==> run_1/met3.png <==
The bar under the picture is 20 um long.
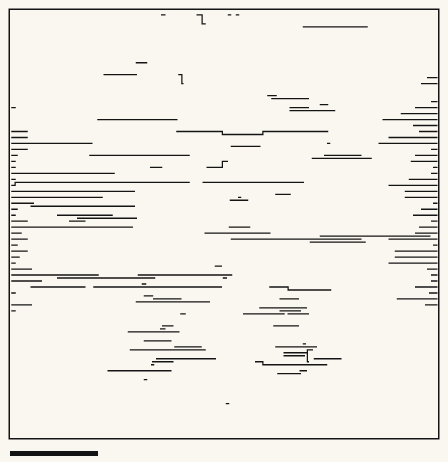
==> run_1/registers.png <==
The bar under the picture is 20 um long.
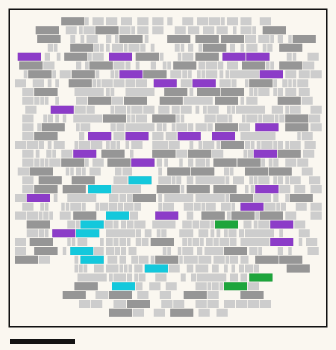
==> run_1/cell_classes.png <==
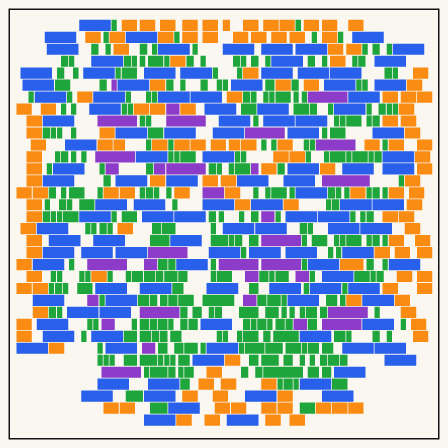
==> run_1/final_placement.png <==
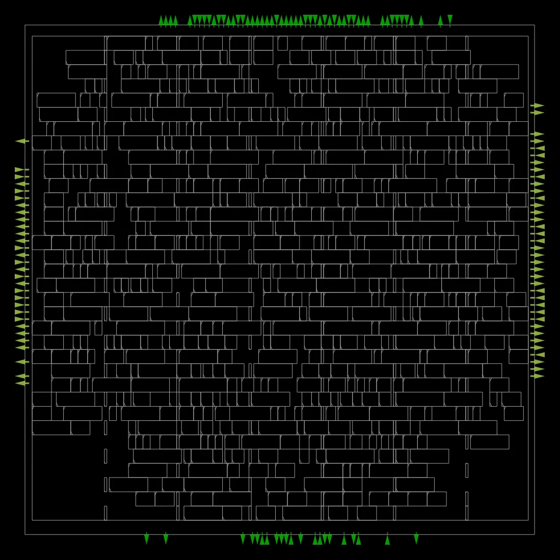
Design lse_reduce_ctrl, sky130hd; sources not shown.
==> flow_summary.toml, run 1 <==
# synthesis and place-and-route metrics
[route]
met3WireLength_um = 1060
top_layer = "met4"
wl_met1_um = 4930

[final_layout]
comb_share = 0.272
lay_top_cells = "clkdlybuf4s50_1, dfxtp_1, nand2_1"
clk_share = 0.0874
fillerInstances = 632
logic_area_um2 = 1730
n_all_inverters = 9
dominant-cell-class = "sequential cells"
antenna_cells = 0
clockBufferCount = 18

[clock_network]
htreeDepth = 4
numCtsBuffers = 17
cts_tree = "done"
hold_buffers = 0
root_buffer = "clkbuf_8"

[critical_path]
critical-path-max-stage-delay_ps = 1080
path_delay_family = "simple AND/OR/NAND/NOR gates"
r2r_slack_ps = 2110
crit_fanout = 24
end_kind = "flop"
path_cells = "nand4bb_1, nor2_2, a21oi_1, a211oi_1"

[synth]
synth-adder-area-share = 0.00562
top_area_frac = 0.557
simple_gate_share = 0.199
aoi_share = 0.182
synth-main-ff-cell = "dfxtp_1"
top_logic_kind = "simple AND/OR/NAND/NOR gates"
synthArstFlopShare = 0
mux_area_frac = 0

[placed_design]
placed_area_um2 = 5780
port_buffers = 139
pre_cts_slack_ps = 1610
dp.cells = 700

[global_route]
gr-total-overflow = 0

[job]
log.warning_count = 26

[die]
die_h_um = 97.3
die_area_um2 = 9470
top_level_ports = 140

[final_timing]
max_freq_ghz = 0.358
worstMarginPinSlew_ps = 1200
setup_viol = 0

[power]
p_int_mw = 1.80
total_power_mw = 2.39
pwr-share-seq = 0.438
powerDensity_nw_per_um2 = 376
p_sw_mw = 0.591

[outcome]
status = "completed"
Back to the opening pictures, met3.png:
main direction: horizontal
longest straight run: 39.6 um
wire length on this layer: 1,060 um
share of all routed wire: 8.5%
nets with wire on the layer: 111
DRT Wirelength: 12,500 um
GRT met3 Usage: 0.0806
Vias: 4,145

Back to the opening pictures, registers.png:
[green] state | placed flops: 3
[purple] out_data | placed flops: 24
[cyan] count | placed flops: 9
not colored: 88
Seq/total area: 0.391
utilization after layout: 0.725
P_seq: 1.05 mW
sequential standard cell area: 2480 um2

Back to the opening pictures, cell_classes.png:
[green] all other logic | cells: 327 | share of their area: 28%
[orange] other buffers and delay cells | cells: 142 | share of their area: 23%
[purple] clock drivers and dummy loads | cells: 32 | share of their area: 8.9%
[blue] flip-flops | cells: 124 | share of their area: 40%
# rows: 34
CORE AREA: 8760 um2
post-route cell area: 6350 um2

Back to the opening pictures, final_placement.png:
Non-Filler Instances: 733
tap cells: 108
flop count: 124

==> run_1/density.png <==
10 x 10 tiles, from white (low) to dark blue (high), 0 to 100% covered.
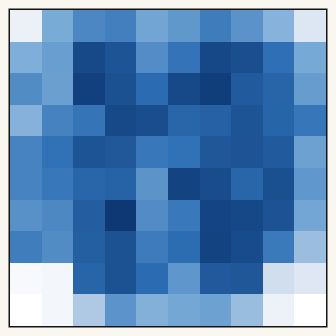

## Run 2: what changed since run 1
--- a/config.mk
+++ b/config.mk
@@ -6,9 +6,9 @@
 export NUM_CORES = 1
 export LEC_CHECK = 0
 export CAP_MARGIN = 15
-export CORE_UTILIZATION = 49
+export CORE_UTILIZATION = 45
 export DETAILED_ROUTE_END_ITERATION = 6
-export PLACE_DENSITY = 0.81
+export PLACE_DENSITY = 0.75
 export SETUP_SLACK_MARGIN = 0.05
 export SYNTH_ARGS = -nofsm -noshare
 export SYNTH_HDL_FRONTEND = slang
==> constraint.sdc (replaced) <==
create_clock -name clk -period 2.7 [get_ports clk]
set_clock_uncertainty 0.05 [all_clocks]
set_input_delay 0.27 -clock clk [delete_from_list [all_inputs] [get_ports clk]]
set_output_delay 0.27 -clock clk [all_outputs]
set_load 0.02 [all_outputs]
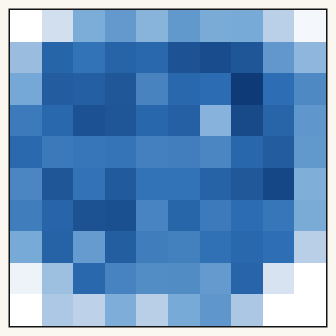
(run_2/density.png)
10 x 10 tiles, from white (low) to dark blue (high), 0 to 100% covered.
tiles over 75% full: 39%
nearly empty tiles: 5.0%
mean over tiles: 62%
emptiest ninth of the die: lower right
fullest tile: 96%
utilization after layout: 0.693
CORE AREA: 9420 um2
FP Util: 0.473

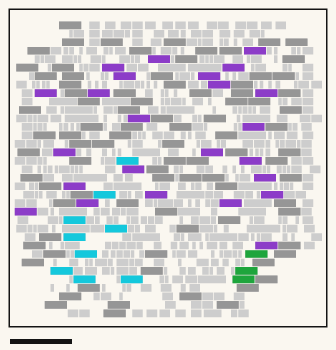
(run_2/registers.png)
The bar under the picture is 20 um long.
[purple] out_data | placed flops: 24
[cyan] count | placed flops: 9
[green] state | placed flops: 3
P_seq: 1.90 mW
Seq/total area: 0.381

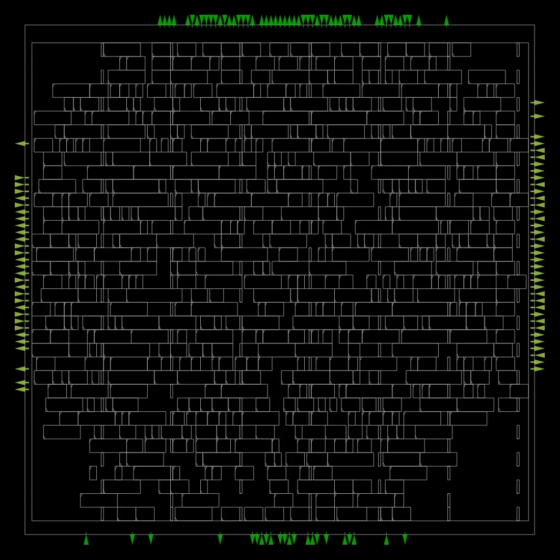
(run_2/final_placement.png)
tap cells: 129
Fillers: 742
Non-Filler Instances: 762
# rows: 35

==> run 2 against run 1 <==
Effect of this change:
- cell count is 4.0% higher
- clock power is 110% higher
- synthesized cell count stayed put
- global-route usage is 1.4 points lower
- area after synthesis stayed put
- combinational power is 87% higher
- critical path depth stayed put
- critical endpoint is now out_data[16]$_SDFF_PP0_
- largest cell class unchanged
- largest power group unchanged
==> flow_summary.toml, run 2 <==
# synthesis and place-and-route metrics
[min_path]
hp-class = "input pin to flop"

[clock_network]
numCtsBuffers = 17
root_buffer = "clkbuf_8"
hold_buffers = 0
cts_tree = "done"
clk_latency_ps = 510
htreeDepth = 4

[critical_path]
path_cells = "and4b_1, a211oi_4, a222oi_1, nor2_1"
r2r_slack_ps = 280
path_delay_family = "AND-OR/OR-AND gates"
end_kind = "flop"
cp_data_arrival_time_ps = 2810
critical-path-max-stage-delay_ps = 980
crit_fanout = 23

[final_layout]
drive_gt1_frac = 0.0948
n_all_inverters = 9
seq_area_um2 = 2480
ff_count = 124
clockBufferCount = 19
dominant-cell-class = "sequential cells"
lay_top_cells = "clkdlybuf4s50_1, dfxtp_1, nand2_1"
comb_share = 0.265
antenna_cells = 0
final_area_um2 = 6520
logic_area_um2 = 1730
clk_share = 0.0990

[synth]
yosysUniqueCellTypes = 51
syn_area_um2 = 4450
aoi_share = 0.182
synthArstFlopShare = 0
ys.warnings.count = 0
mux_area_frac = 0
synth-adder-area-share = 0.00562
top_logic_kind = "simple AND/OR/NAND/NOR gates"
synth-main-ff-cell = "dfxtp_1"
top_area_frac = 0.557
yosys_area_um2 = 4450
simple_gate_share = 0.199
synth-edff-count = 0

[global_route]
gr-total-overflow = 0
use_met3 = 0.0870
grt-busiest-layer = "met2"
antenna_found_initial = 0

[power]
p_sw_mw = 1.05
total_power_mw = 4.70
p_int_mw = 3.66
powerDensity_nw_per_um2 = 720
pwr-share-seq = 0.404
maxPowerGroup = "clock"

[final_timing]
timing.final.ws_setup_ps = 278
worstMarginPinSlew_ps = 1170
max_freq_ghz = 0.413
setup_viol = 0

[placed_design]
port_buffers = 139
pre_cts_slack_ps = 141
dp.cells = 730
placed_area_um2 = 5880

[route]
ant_nets = 0
wl_met2_um = 6460
vias = 4183
route.detailed.drc = 0
met3WireLength_um = 1020
top_layer = "met4"
postRouteWirelength_um = 12800
wl_met1_um = 5120

[die]
die_h_um = 101
top_level_ports = 140
die_area_um2 = 10300

[job]
log.warning_count = 26

[outcome]
status = "completed"
No activity file was given, so power comes from the tool's default toggle rates.
